`config.mk`:
```
export PLATFORM = sky130hd
export DESIGN_NAME = cnn_frame_ctrl_flat
export DESIGN_NICKNAME = d
export VERILOG_FILES = /design/src/rtl/cnn_frame_ctrl_pkg.sv /design/src/rtl/cnn_frame_ctrl_if.sv /design/src/rtl/cnn_frame_addr_gen.sv /design/src/rtl/cnn_frame_ctrl.sv /design/src/flat_wrapper.sv
export SDC_FILE = /design/constraint.sdc
export NUM_CORES = 1
export LEC_CHECK = 0
export ABC_CLOCK_PERIOD_IN_PS = 3200
export CORE_MARGIN = 1.5
export CORE_UTILIZATION = 50
export DETAILED_ROUTE_END_ITERATION = 10
export PLACE_DENSITY = 0.76
export SLEW_MARGIN = 40
export SYNTH_ARGS = -nofsm -noshare
export SYNTH_HDL_FRONTEND = slang
export SYNTH_SLANG_ARGS = --single-unit
```
`constraint.sdc`:
```
create_clock -name iClk -period 3.2 [get_ports iClk]
set_input_delay 0.48 -clock iClk [delete_from_list [all_inputs] [get_ports iClk]]
set_output_delay 0.48 -clock iClk [all_outputs]
set_load 0.005 [all_outputs]
```
`src/rtl/cnn_frame_ctrl_pkg.sv`:
```
// ============================================================================
// Module      : cnn_pkg
// Description : Shared definitions for the CNN frame sequencer: FSM state
//               encoding, all-channels-valid constant and helpers that derive
//               the frame pixel count and expected result count.
// Revision    : 1.0 - initial release
// ============================================================================
`default_nettype none

package cnn_pkg;

  // Frame sequencer states
  typedef enum logic [1:0] {
    ST_IDLE  = 2'd0,
    ST_FETCH = 2'd1,
    ST_DRAIN = 2'd2,
    ST_DONE  = 2'd3
  } state_t;

  // All four convolution channels reporting a result together
  localparam logic [3:0] C_ALL_VALID = 4'hF;

  // Number of pixels streamed per frame
  function automatic int unsigned calc_total(input int unsigned w, input int unsigned h);
    return w * h;
  endfunction

  // Number of 3x3 window positions (valid convolution results) per frame
  function automatic int unsigned calc_exp(input int unsigned w, input int unsigned h);
    return (w - 2) * (h - 2);
  endfunction

endpackage

`default_nettype wire

```
`src/rtl/cnn_frame_ctrl_if.sv`:
```
// ============================================================================
// Module      : cnn_frame_ctrl_if
// Description : Control, pixel-memory and datapath signals of the CNN frame
//               sequencer. Optional macro CNN_FRAME_CTRL_PERF_EN adds the
//               oCycleCount busy-cycle counter.
// Revision    : 1.0 - initial release
// ============================================================================
`default_nettype none

interface cnn_frame_ctrl_if #(
  parameter int WI    = 8,
  parameter int ADDRW = 10
);
  logic             iStart;
  logic             iAbort;
  logic             iHold;
  logic             oRdEn;
  logic [ADDRW-1:0] oRdAddr;
  logic [WI-1:0]    iRdData;
  logic [WI-1:0]    oPixel;
  logic             oPixelValid;
  logic [3:0]       iConvValid;
  logic             oBusy;
  logic             oDone;
  logic             oErr;
  logic [15:0]      oOutCount;
`ifdef CNN_FRAME_CTRL_PERF_EN
  logic [31:0]      oCycleCount;
`endif

  // Sequencer side
  modport slave (
    input  iStart, iAbort, iHold, iRdData, iConvValid,
    output oRdEn, oRdAddr, oPixel, oPixelValid, oBusy, oDone, oErr, oOutCount
`ifdef CNN_FRAME_CTRL_PERF_EN
    , output oCycleCount
`endif
  );

  // Controlling / environment side
  modport master (
    output iStart, iAbort, iHold, iRdData, iConvValid,
    input  oRdEn, oRdAddr, oPixel, oPixelValid, oBusy, oDone, oErr, oOutCount
`ifdef CNN_FRAME_CTRL_PERF_EN
    , input oCycleCount
`endif
  );

endinterface

`default_nettype wire

```
`src/rtl/cnn_frame_addr_gen.sv`:
```
// ============================================================================
// Module      : cnn_frame_addr_gen
// Description : Raster read-address counter. Presents the address of the next
//               read, advances on each issued read, returns to zero while
//               cleared and flags the final pixel address.
// Revision    : 1.0 - initial release
// ============================================================================
`default_nettype none

module cnn_frame_addr_gen #(
  parameter int ADDRW = 10,
  parameter int TOTAL = 784
) (
  input  logic             iClk,
  input  logic             iRsn,
  input  logic             iClr,
  input  logic             iAdv,
  output logic [ADDRW-1:0] oAddr,
  output logic             oLast
);

  localparam logic [ADDRW-1:0] C_LAST_ADDR = ADDRW'(TOTAL - 1);

  logic [ADDRW-1:0] r_addr;
  logic [ADDRW-1:0] w_cur;

  // Clear acts immediately so a read can issue at address 0 on the start cycle
  always_comb begin
    w_cur = iClr ? '0 : r_addr;
  end

  assign oAddr = w_cur;
  assign oLast = (w_cur == C_LAST_ADDR);

  // Advance past the issued address, otherwise hold (or settle to zero)
  always_ff @(posedge iClk or negedge iRsn) begin
    if (!iRsn) begin
      r_addr <= '0;
    end else if (iAdv) begin
      r_addr <= w_cur + 1'b1;
    end else begin
      r_addr <= w_cur;
    end
  end

endmodule

`default_nettype wire

```
`src/rtl/cnn_frame_ctrl.sv`:
```
// ============================================================================
// Module      : cnn_frame_ctrl
// Description : CNN frame sequencer. Streams one IMG_W x IMG_H image from the
//               pixel memory in raster order, honours downstream hold, counts
//               4-channel convolution results and reports done / error.
//               Optional macro CNN_FRAME_CTRL_PERF_EN adds oCycleCount.
// Revision    : 1.0 - initial release
// ============================================================================
`default_nettype none

module cnn_frame_ctrl
  import cnn_pkg::*;
#(
  parameter int WI        = 8,
  parameter int IMG_W     = 28,
  parameter int IMG_H     = 28,
  parameter int ADDRW     = 10,
  parameter int DRAIN_MAX = 64
) (
  input  logic            iClk,
  input  logic            iRsn,
  cnn_frame_ctrl_if.slave bus
);

  localparam int          C_TOTAL    = int'(calc_total(IMG_W, IMG_H));
  localparam logic [15:0] C_EXP      = 16'(calc_exp(IMG_W, IMG_H));
  localparam int          TW         = $clog2(DRAIN_MAX + 1);
  localparam logic [TW-1:0] C_TMO_LAST = TW'(DRAIN_MAX - 1);

  state_t           r_state;
  state_t           w_next;
  logic             w_issue;
  logic             w_tmo_err;
  logic [ADDRW-1:0] w_addr;
  logic             w_last;
  logic             r_rd_en;
  logic [ADDRW-1:0] r_rd_addr;
  logic             r_pix_valid;
  logic [WI-1:0]    r_pixel;
  logic [15:0]      r_cnt;
  logic [15:0]      w_cnt_nxt;
  logic             r_err;
  logic             w_set_err;
  logic [TW-1:0]    r_tmo;
  logic             w_start_ok;
  logic             w_count_en;
  logic             w_full;
  logic             w_partial;

  cnn_frame_addr_gen #(
    .ADDRW (ADDRW),
    .TOTAL (C_TOTAL)
  ) u_addr_gen (
    .iClk  (iClk),
    .iRsn  (iRsn),
    .iClr  (r_state != ST_FETCH),
    .iAdv  (w_issue),
    .oAddr (w_addr),
    .oLast (w_last)
  );

  // Result qualification and saturating count of full 4-channel results
  always_comb begin
    w_start_ok = (r_state == ST_IDLE) && bus.iStart && !bus.iAbort;
    w_count_en = ((r_state == ST_FETCH) || (r_state == ST_DRAIN)) && !bus.iAbort;
    w_full     = (bus.iConvValid == C_ALL_VALID);
    w_partial  = (bus.iConvValid != 4'h0) && !w_full;
    w_cnt_nxt  = r_cnt;
    if (w_count_en && w_full && (r_cnt != 16'hFFFF)) begin
      w_cnt_nxt = r_cnt + 16'd1;
    end
  end

  // Next-state and read-issue decision; abort overrides everything
  always_comb begin
    w_next    = r_state;
    w_issue   = 1'b0;
    w_tmo_err = 1'b0;
    case (r_state)
      ST_IDLE: begin
        if (bus.iStart) begin
          w_next  = ST_FETCH;
          w_issue = !bus.iHold;
        end
      end
      ST_FETCH: begin
        w_issue = !bus.iHold;
        if (w_issue && w_last) begin
          w_next = ST_DRAIN;
        end
      end
      ST_DRAIN: begin
        // A result landing on the timeout cycle completes the frame cleanly
        if (w_cnt_nxt == C_EXP) begin
          w_next = ST_DONE;
        end else if (r_tmo == C_TMO_LAST) begin
          w_next    = ST_DONE;
          w_tmo_err = 1'b1;
        end
      end
      ST_DONE: begin
        w_next = ST_IDLE;
      end
      default: begin
        w_next = ST_IDLE;
      end
    endcase
    if (bus.iAbort) begin
      w_next    = ST_IDLE;
      w_issue   = 1'b0;
      w_tmo_err = 1'b0;
    end
    w_set_err = (w_count_en && (w_partial || (w_full && (r_cnt >= C_EXP)))) || w_tmo_err;
  end

  // State register
  always_ff @(posedge iClk or negedge iRsn) begin
    if (!iRsn) begin
      r_state <= ST_IDLE;
    end else begin
      r_state <= w_next;
    end
  end

  // Registered read strobe and address; address holds between reads
  always_ff @(posedge iClk or negedge iRsn) begin
    if (!iRsn) begin
      r_rd_en   <= 1'b0;
      r_rd_addr <= '0;
    end else begin
      r_rd_en <= w_issue;
      if (w_issue) begin
        r_rd_addr <= w_addr;
      end
    end
  end

  // Pixel capture one cycle behind the read; abort drops the in-flight pixel
  always_ff @(posedge iClk or negedge iRsn) begin
    if (!iRsn) begin
      r_pix_valid <= 1'b0;
      r_pixel     <= '0;
    end else begin
      r_pix_valid <= r_rd_en && !bus.iAbort;
      if (r_rd_en) begin
        r_pixel <= bus.iRdData;
      end
    end
  end

  // Result count and sticky error, both cleared by an accepted start
  always_ff @(posedge iClk or negedge iRsn) begin
    if (!iRsn) begin
      r_cnt <= '0;
      r_err <= 1'b0;
    end else if (w_start_ok) begin
      r_cnt <= '0;
      r_err <= 1'b0;
    end else begin
      r_cnt <= w_cnt_nxt;
      if (w_set_err) begin
        r_err <= 1'b1;
      end
    end
  end

  // Drain timeout counter, runs only while draining
  always_ff @(posedge iClk or negedge iRsn) begin
    if (!iRsn) begin
      r_tmo <= '0;
    end else if ((r_state == ST_DRAIN) && !bus.iAbort) begin
      r_tmo <= r_tmo + 1'b1;
    end else begin
      r_tmo <= '0;
    end
  end

`ifdef CNN_FRAME_CTRL_PERF_EN
  logic [31:0] r_cyc;

  // Busy-cycle counter, saturating, holds after the frame ends
  always_ff @(posedge iClk or negedge iRsn) begin
    if (!iRsn) begin
      r_cyc <= '0;
    end else if (w_start_ok) begin
      r_cyc <= '0;
    end else if (bus.oBusy && (r_cyc != 32'hFFFF_FFFF)) begin
      r_cyc <= r_cyc + 32'd1;
    end
  end

  assign bus.oCycleCount = r_cyc;
`endif

  assign bus.oRdEn       = r_rd_en;
  assign bus.oRdAddr     = r_rd_addr;
  assign bus.oPixel      = r_pixel;
  assign bus.oPixelValid = r_pix_valid;
  assign bus.oBusy       = (r_state == ST_FETCH) || (r_state == ST_DRAIN);
  assign bus.oDone       = (r_state == ST_DONE);
  assign bus.oErr        = r_err;
  assign bus.oOutCount   = r_cnt;

endmodule

`default_nettype wire

```
`src/flat_wrapper.sv`:
```
// flat-port wrapper written by rule: the top's interface ports become plain ports
module cnn_frame_ctrl_flat import cnn_pkg::*;
#(
  parameter int WI        = 8,
  parameter int IMG_W     = 28,
  parameter int IMG_H     = 28,
  parameter int ADDRW     = 10,
  parameter int DRAIN_MAX = 64
)
  (iClk, iRsn, bus_iStart, bus_iAbort, bus_iHold, bus_iRdData, bus_iConvValid, bus_oRdEn, bus_oRdAddr, bus_oPixel, bus_oPixelValid, bus_oBusy, bus_oDone, bus_oErr, bus_oOutCount);
  cnn_frame_ctrl_if #(.WI(WI), .ADDRW(ADDRW)) bus_i ();
  input  logic iClk;
  input  logic iRsn;
  input wire logic [$bits(bus_i.iStart)-1:0] bus_iStart;
  input wire logic [$bits(bus_i.iAbort)-1:0] bus_iAbort;
  input wire logic [$bits(bus_i.iHold)-1:0] bus_iHold;
  input wire logic [$bits(bus_i.iRdData)-1:0] bus_iRdData;
  input wire logic [$bits(bus_i.iConvValid)-1:0] bus_iConvValid;
  output wire logic [$bits(bus_i.oRdEn)-1:0] bus_oRdEn;
  output wire logic [$bits(bus_i.oRdAddr)-1:0] bus_oRdAddr;
  output wire logic [$bits(bus_i.oPixel)-1:0] bus_oPixel;
  output wire logic [$bits(bus_i.oPixelValid)-1:0] bus_oPixelValid;
  output wire logic [$bits(bus_i.oBusy)-1:0] bus_oBusy;
  output wire logic [$bits(bus_i.oDone)-1:0] bus_oDone;
  output wire logic [$bits(bus_i.oErr)-1:0] bus_oErr;
  output wire logic [$bits(bus_i.oOutCount)-1:0] bus_oOutCount;
  assign bus_i.iStart = bus_iStart;
  assign bus_i.iAbort = bus_iAbort;
  assign bus_i.iHold = bus_iHold;
  assign bus_i.iRdData = bus_iRdData;
  assign bus_i.iConvValid = bus_iConvValid;
  assign bus_oRdEn = bus_i.oRdEn;
  assign bus_oRdAddr = bus_i.oRdAddr;
  assign bus_oPixel = bus_i.oPixel;
  assign bus_oPixelValid = bus_i.oPixelValid;
  assign bus_oBusy = bus_i.oBusy;
  assign bus_oDone = bus_i.oDone;
  assign bus_oErr = bus_i.oErr;
  assign bus_oOutCount = bus_i.oOutCount;
  cnn_frame_ctrl #(.WI(WI), .IMG_W(IMG_W), .IMG_H(IMG_H), .ADDRW(ADDRW), .DRAIN_MAX(DRAIN_MAX)) u_core (.iClk(iClk), .iRsn(iRsn), .bus(bus_i));
endmodule
```
### Signal wires on met1

The bar under the picture is 20 µm long.
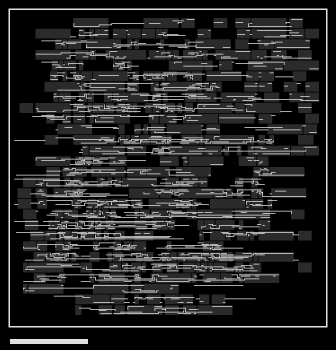
The wires run mostly horizontal. The layer holds 46% of the routed length. 354 nets have wire on it. The layer carries 3060 µm of wire.

### Metal 2

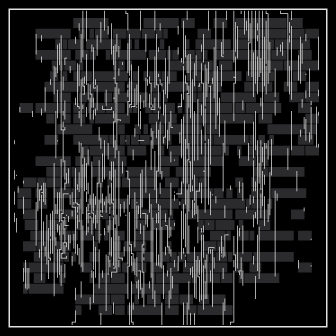
The layer carries 3190 µm of wire. 326 nets have wire on it. The wires run mostly vertical. The longest straight run is 34.0 µm.
detailed-route via count: 2438
total detailed-routing wirelength: 6610 µm
met2 usage in global routing: 35.2%

### Met3 routing

The bar under the picture is 20 µm long.
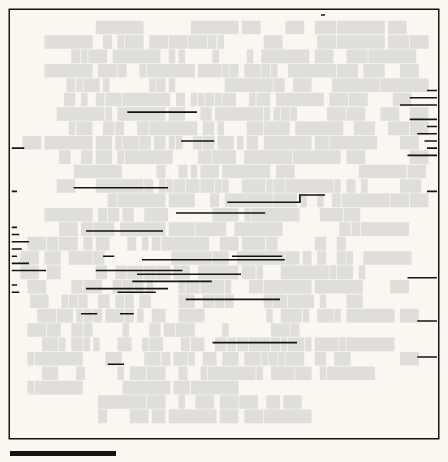
The layer holds 4.6% of the routed length. The longest straight run is 26.7 µm. The layer carries 305 µm of wire. The wires run mostly horizontal.
met3 track demand over resource in global routing: 2.70%

==> Implementation_results.wiki <==
== Metrics ==
{| class="wikitable"
! Metric !! Value
|-
| Quantity of hold-fixing buffers added after cts || 0
|-
| Sum of routed wire segments on met1 || 3060 µm
|-
| Endpoint type of the worst setup path || flip-flop
|-
| Path class of the lowest-slack min-delay path || primary input to asynchronous set/reset pin
|-
| Multiplexer share of the synthesized area || 4.67%
|-
| NonClk Buf Share || 16.2%
|-
| Placed Cells || 433
|-
| DRC violation count after routing || 0
|-
| Clk Latency, worst-skew pair || 0.31 ns
|-
| Simple-Gate Fraction of Synth Area || 25.9%
|-
| Port buffer count || 55
|-
| Count of plain and timing-repair buffers || 63
|-
| Layer with the highest usage || met2
|-
| Worst Max-Slew Pin Slew || 0.635 ns
|-
| Die boundary width || 80.8 µm
|-
| Leakage component of the power || 1.49 nW
|-
| Pin count of the biggest net entering global routing || 39
|-
| Clock tree from TritonCTS || done
|-
| Number of non-clock inverters in the layout || 12
|-
| Total global routing overflow || 0
|-
| Mean instance size in the synthesized netlist || 9.71 µm²
|-
| Dominant kind of cell by area || combinational gates
|-
| CTS buffer count || 5
|-
| Proportion of register bits with asynchronous set or reset after synthesis || 100%
|-
| Min Clock Period, post-route || 2.84 ns
|-
| Worst Path Required || 3.42 ns
|-
| Number of synthesized register bits || 56
|-
| Number of standard cells reported by yosys || 312
|-
| Number of setup violations in the final report || 0
|-
| Total cell area reported by yosys after synthesis || 3030 µm²
|-
| Routed wl met3 || 304 µm
|-
| Yosys warning count || 0
|-
| Total number of multi-input combinational cells || 227
|-
| Worst endpoint data arrival time || 3.06 ns
|-
| Hold Vio Cnt, Final || 0
|-
| Top-Level Pins || 56
|-
| Inserted Diodes || 0
|-
| Synth Area in Compound Gates || 9.46%
|-
| Post-cts resize count || 0
|-
| FP Util || 51.5%
|-
| Cell type with the highest aggregate area in the netlist || sky130_fd_sc_hd__dfrtp_1
|-
| Routed length per placed instance || 15.0 µm
|-
| Placed wire-length estimate after detailed placement || 4960 µm
|-
| Layout clock buffer count || 5
|-
| Area of the mapped netlist || 3030 µm²
|-
| Result of the run || finished clean
|-
| Unrepaired setup endpoints after global routing || no
|}
### Sequential cells colored by netlist name

Other sequential cells in the stronger gray, the rest of the logic in the fainter gray.
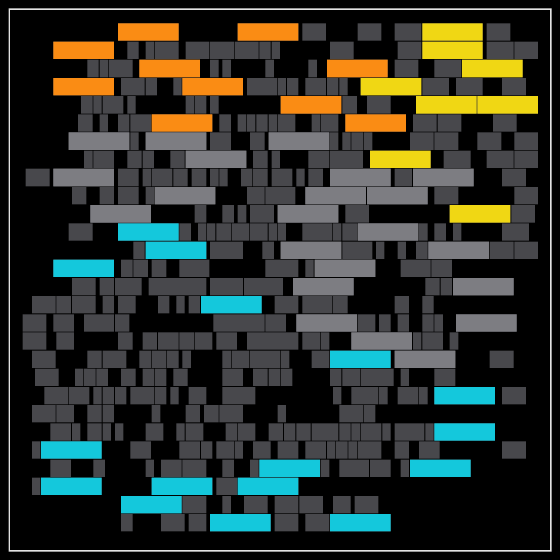
Orange stands for `u_core.bus.oRdAddr`, placed flops 10. Cyan stands for `u_core.bus.oOutCount`, placed flops 16. Yellow stands for `u_core.bus.oPixel`, placed flops 8, where top right.
Another 22 sequential cells are not colored.
Util after Layout: 63.5%
fraction of area in registers: 37.5%
power in sequential cells: 0.000865 W

### Cell placement

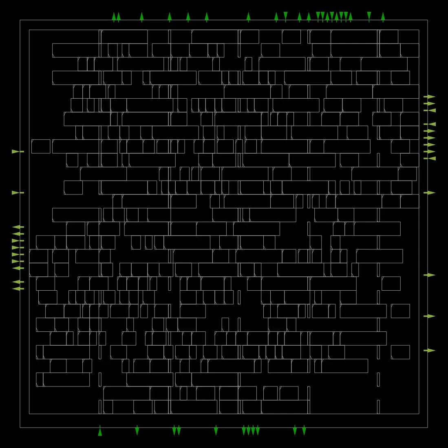
Placeable Area: 5890 µm²
Row Count: 28
Seq Cell Count: 56
number of inserted filler cells in the final layout: 472

[path summary, 6_finish.rpt]
check	endpoint	start	cells after the start	slack [ns]
min in group iClk	u_core.r_tmo[0]	u_core.r_tmo[0]	1	0.46
min reg2reg	u_core.r_tmo[0]	u_core.r_tmo[0]	1	0.46
max	u_core.r_state[1]	u_core.r_state[0]	9	0.36
max reg2reg	u_core.r_state[1]	u_core.r_state[0]	9	0.36
max in group asynchronous	u_core.u_addr_gen.r_addr[0]	iRsn	2	2.28
min	u_core.bus.oOutCount[14]	iRsn	1	0.09
[cells in the mapped netlist (3+ instances only)]
cell type,instances
sky130_fd_sc_hd__a21oi_1,11
sky130_fd_sc_hd__a31oi_1,3
sky130_fd_sc_hd__and2_1,6
sky130_fd_sc_hd__and3_1,4
sky130_fd_sc_hd__and4_1,3
sky130_fd_sc_hd__buf_2,3
sky130_fd_sc_hd__clkbuf_1,12
sky130_fd_sc_hd__dfrtp_1,56
sky130_fd_sc_hd__ha_1,8
sky130_fd_sc_hd__inv_1,11
sky130_fd_sc_hd__mux2_2,9
sky130_fd_sc_hd__mux2i_1,4
sky130_fd_sc_hd__nand2_1,37
sky130_fd_sc_hd__nand2b_1,4
sky130_fd_sc_hd__nand3_1,13
sky130_fd_sc_hd__nand4_1,11
sky130_fd_sc_hd__nor2_1,26
sky130_fd_sc_hd__nor3_1,8
sky130_fd_sc_hd__nor3b_1,3
sky130_fd_sc_hd__nor4_1,4
sky130_fd_sc_hd__o21ai_0,18
sky130_fd_sc_hd__or3_1,4
sky130_fd_sc_hd__xnor2_1,15
sky130_fd_sc_hd__xor2_1,7
[layout by cell type, fill, tap and decap left out, drive strengths merged, types with 2 or more instances in the layout]
cell type and count:
dfrtp 56, clkdlybuf4s50 54, nand2 37, nor2 26
o21ai 18, xnor2 15, nand3 13, inv 12
a21oi 12, nand4 11, mux2 9, buf 9
nor3 8, ha 8, nor4 8, xor2 7
and2 6, clkbuf 5, nand2b 5, and3 4
or3 4, mux2i 4, a31oi 3, and4 3
nor3b 3, nor4b 3, and2b 2, nand3b 2
or4 2, clkinv 2
[logic make-up after synthesis]
group	Yosys count
simple gates	139
xor+xnor	22
mux	13
flops	56
fa+ha+maj	8
buf+inv	29
compound gates	45
[through the flow]
stage	total power (W)	area (µm²)	hold slack [ns]	setup slack, ns	util (%)
floorplan	0.00113	3030	0.184	0.623	-
global placement	0.00138	3650	0.441	0.290	62.0
detailed placement	0.00141	3650	0.441	0.190	62.0
CTS	0.00181	3740	0.0948	0.345	63.5
global route	0.00189	3740	0.108	0.165	63.5
finish	0.00179	3740	0.0895	0.364	63.5
[registers in the layout (all words and copies together), names as in the netlist]
signal	count
u_core.bus.oRdAddr	10
u_core.bus.oOutCount	16
u_core.r_state	2
u_core.bus.oErr	1
u_core.r_tmo	7
u_core.bus.oPixelValid	1
u_core.bus.oPixel	8
u_core.bus.oRdEn	1
u_core.u_addr_gen.r_addr	10
[where the power goes]
part           switching (W)  leakage, nW  total, W  internal, W
Clock               0.000240       0.0445  0.000397     0.000156
Sequential         0.0000696        0.759  0.000865     0.000795
Combinational       0.000233        0.686  0.000525     0.000293
Total               0.000543         1.49   0.00179      0.00124
No activity file was given, so power comes from the tool's default toggle rates.
